$ cat src/rtl/regfile_write_arbiter.sv
// Register-file write-port arbiter: writeback requests have priority, LTU results queue in a small FIFO.
// Optional pending-write forwarding query is built only when RF_ARB_FWD_EN is defined.
module regfile_write_arbiter #(
    parameter int unsigned ADDR_W       = 5,
    parameter int unsigned DATA_W       = 32,
    parameter int unsigned DEPTH        = 2,
    parameter int unsigned STARVE_LIMIT = 8
) (
    input  logic              clk,
    input  logic              rst,
    input  logic              wbEn,
    input  logic [ADDR_W-1:0] wbAddr,
    input  logic [DATA_W-1:0] wbVal,
    output logic              wbStall,
    input  logic              ltuValid,
    input  logic [ADDR_W-1:0] ltuAddr,
    input  logic [DATA_W-1:0] ltuVal,
    output logic              ltuReady,
    output logic              wrEn,
    output logic [ADDR_W-1:0] wrAddr,
    output logic [DATA_W-1:0] wrVal,
    input  logic [ADDR_W-1:0] qAddr,
    output logic              qHit,
    output logic [DATA_W-1:0] qVal
);

    localparam int unsigned PTR_W = (DEPTH > 1) ? $clog2(DEPTH) : 1;
    localparam int unsigned CNT_W = $clog2(DEPTH + 1);
    localparam int unsigned STV_W = $clog2(STARVE_LIMIT + 1);

    logic [ADDR_W-1:0] ent_addr [DEPTH];
    logic [DATA_W-1:0] ent_val  [DEPTH];
    logic [DEPTH-1:0]  ent_valid;
    logic [PTR_W-1:0]  head;
    logic [PTR_W-1:0]  tail;
    logic [CNT_W-1:0]  count;
    logic [STV_W-1:0]  starve;
    logic              rst_q;

    logic blocked;
    logic empty;
    logic full;
    logic push;
    logic wb_grant;
    logic head_grant;

    function automatic logic [PTR_W-1:0] ptr_inc(input logic [PTR_W-1:0] p);
        return (p == PTR_W'(DEPTH - 1)) ? '0 : p + PTR_W'(1);
    endfunction

    // Grant decision and write-port mux; outputs are quiet during reset and the cycle after.
    always_comb begin
        blocked    = rst | rst_q;
        empty      = (count == '0);
        full       = (count == CNT_W'(DEPTH));
        ltuReady   = rst | ~full;
        wbStall    = ~blocked & ~empty & (starve == STV_W'(STARVE_LIMIT));
        wb_grant   = ~blocked & wbEn & ~wbStall;
        head_grant = ~blocked & ~empty & (~wbEn | wbStall);
        push       = ltuValid & ltuReady & ~rst;
        wrEn       = 1'b0;
        wrAddr     = wbAddr;
        wrVal      = wbVal;
        if (wb_grant) begin
            wrEn = (wbAddr != '0);
        end else if (head_grant) begin
            wrAddr = ent_addr[head];
            wrVal  = ent_val[head];
            wrEn   = ent_valid[head] & (ent_addr[head] != '0);
        end
    end

    // FIFO control, stale-entry invalidation and starvation tracking.
    always_ff @(posedge clk) begin
        rst_q <= rst;
        if (rst) begin
            head      <= '0;
            tail      <= '0;
            count     <= '0;
            starve    <= '0;
            ent_valid <= '0;
        end else begin
            if (wb_grant && (wbAddr != '0)) begin
                for (int i = 0; i < DEPTH; i++) begin
                    if (ent_addr[PTR_W'(i)] == wbAddr) begin
                        ent_valid[PTR_W'(i)] <= 1'b0;
                    end
                end
            end
            if (head_grant) begin
                ent_valid[head] <= 1'b0;
                head            <= ptr_inc(head);
            end
            // A same-cycle push is younger than the WB write, so it is set after invalidation.
            if (push) begin
                ent_valid[tail] <= 1'b1;
                tail            <= ptr_inc(tail);
            end
            count <= count + CNT_W'(push) - CNT_W'(head_grant);
            if (empty || head_grant) begin
                starve <= '0;
            end else if (starve != STV_W'(STARVE_LIMIT)) begin
                starve <= starve + STV_W'(1);
            end
        end
    end

    // Entry payload storage needs no reset; validity is tracked separately.
    always_ff @(posedge clk) begin
        if (push) begin
            ent_addr[tail] <= ltuAddr;
            ent_val[tail]  <= ltuVal;
        end
    end

`ifdef RF_ARB_FWD_EN
    logic [PTR_W-1:0] q_idx;

    // Scan oldest to youngest so the youngest matching entry wins.
    always_comb begin
        qHit  = 1'b0;
        qVal  = '0;
        q_idx = head;
        for (int k = 0; k < DEPTH; k++) begin
            q_idx = head + PTR_W'(k);
            if (!blocked && (qAddr != '0) && ent_valid[q_idx] && (ent_addr[q_idx] == qAddr)) begin
                qHit = 1'b1;
                qVal = ent_val[q_idx];
            end
        end
    end
`else
    wire unused_qaddr = ^qAddr;

    assign qHit = 1'b0;
    assign qVal = '0;
`endif

endmodule
$ cat config.mk
export PLATFORM = sky130hd
export DESIGN_NAME = regfile_write_arbiter
export DESIGN_NICKNAME = d
export VERILOG_FILES = /design/src/rtl/regfile_write_arbiter.sv
export SDC_FILE = /design/constraint.sdc
export NUM_CORES = 1
export LEC_CHECK = 0
export ABC_AREA = 1
export CAP_MARGIN = 15
export CORE_MARGIN = 4
export CORE_UTILIZATION = 30
export CTS_CLUSTER_SIZE = 28
export DETAILED_ROUTE_END_ITERATION = 16
export PLACE_DENSITY = 0.6
export RECOVER_POWER = 25
export SYNTH_ARGS = -nofsm -noshare
export SYNTH_HDL_FRONTEND = slang
export SYNTH_SLANG_ARGS = --single-unit
$ cat constraint.sdc
create_clock -name clk -period 4.42 [get_ports clk]
set_input_delay 1.326 -clock clk [delete_from_list [all_inputs] [get_ports clk]]
set_output_delay 1.326 -clock clk [all_outputs]
set_load 0.02 [all_outputs]
==> design notes <==
The flow ran to the end, and the final reports show no timing, DRC or antenna violations. The count of warning messages emitted by the tools works out to 32. The run gives 0.0499 for the clock buffer and inverter area fraction after layout. The tools report the final count of hold timing violations as 0. With the post-CTS resize count at 39, the max-slew violation count is 0. The run gives 2.31 nW for the cell leakage power. Setup repair after global routing left no endpoint under its margin.

The die extent in y is 124 microns. The first-pass GRT wire length is 14400 microns, and the depth of the most critical reg-to-reg path is 13. The run gives 0.224 for the buffer share of cell area. The cell class ranked first by area was registers.

Part of the total power dissipated in the clock network: 0.369. The clock network power reported by the tool is 0.700 mW. TritonCTS created 9 clock buffers.

Type of origin of the critical path: an input port. Per the CTS log, the root buffer master is sky130_fd_sc_hd__clkbuf_16. The tools report the capture instance of the worst register-to-register path as count[1]$_SDFF_PP0_. Data on the critical path is required at its endpoint by 3.09 ns.

The delay contributed by the slowest stage of the critical path came out at 0.45 ns. Number of flops mapped to enable cells by yosys: 74. Most frequent logic cell in the layout: sky130_fd_sc_hd__nand2_1. The worst relative slew slack was 0.574; the detailed-placement wirelength estimate was 6450 microns. For the number of antenna-violating nets in the routed design, the log shows 0. After its last routability iteration, the placer logged a weighted congestion of 0.734.

In the final layout, the multi-input gates occupy 1190 sq um. In this run the deepest clock path goes through 2 buffers. Post-synth the commonest register cell is sky130_fd_sc_hd__edfxtp_1. The synthesized netlist contains 24 unique library cells. Across all setup checks in the final design, the least slack found is 0.132 ns. The area of the core was 13200 sq um.

The placement-stage cell area came out at 5410 sq um. The critical path's slowest stage uses the library cell sky130_fd_sc_hd__clkdlybuf4s50_1. Looking at the clock tree report, the H-tree level count equals 3.

For the combinational group, total power comes out at 0.269 mW. The logs give 2460 sq um for the register area and 1.90 mW for the total power after layout. The initial cell density of the core was 0.307. The part of the total power dissipated in combinational logic is 0.142. The number of tapcells is 176.
### Sequential cells colored by netlist name

(4 px per micron) Other sequential cells in the stronger gray, the rest of the logic in the fainter gray.
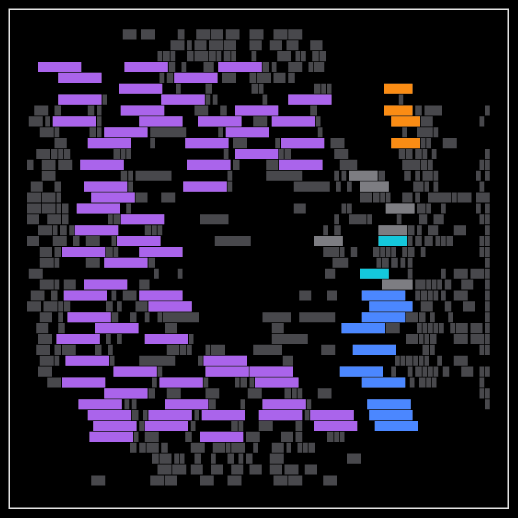
legend:
  purple:
    name_in_the_netlist: ent_val
    flops: 64
  blue:
    name_in_the_netlist: ent_addr
    flops: 10
  orange:
    name_in_the_netlist: starve
    flops: 4
    where: north-east
  cyan:
    name_in_the_netlist: ent_valid
    flops: 2
not colored: 6
share of the final layout cell area in sequential cells: 0.437
power in sequential cells: 0.930 mW

### Routing congestion map

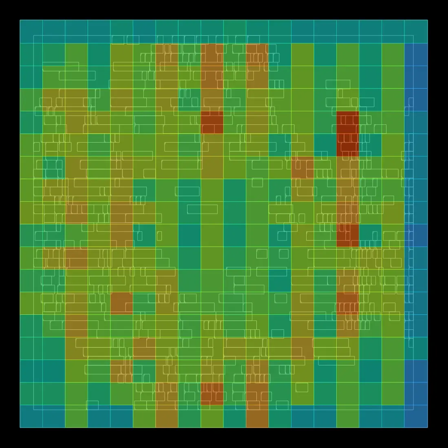
average wire per standard cell: 11.8 microns
met1 capacity usage during global routing: 0.135
GRT Resource Usage Total: 0.113
Core Util, Final: 0.426

### Routed metal, one color a layer

(3 px per micron)
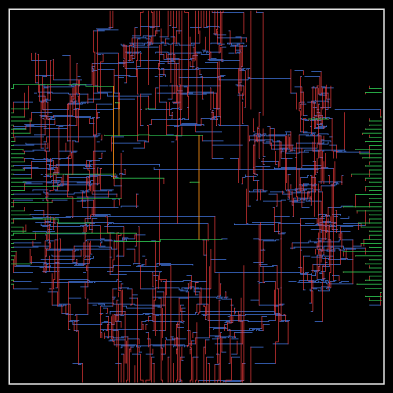
legend:
  orange:
    layer: M4
    wire_length: 76.2 microns
  green:
    layer: M3
    wire_length: 674 microns
  blue:
    layer: M1
    wire_length: 3480 microns
  red:
    layer: M2
    wire_length: 4300 microns
final wirelength: 8530 microns
number of vias after detailed routing: 2978

Power is estimated from default activity; no workload was simulated.
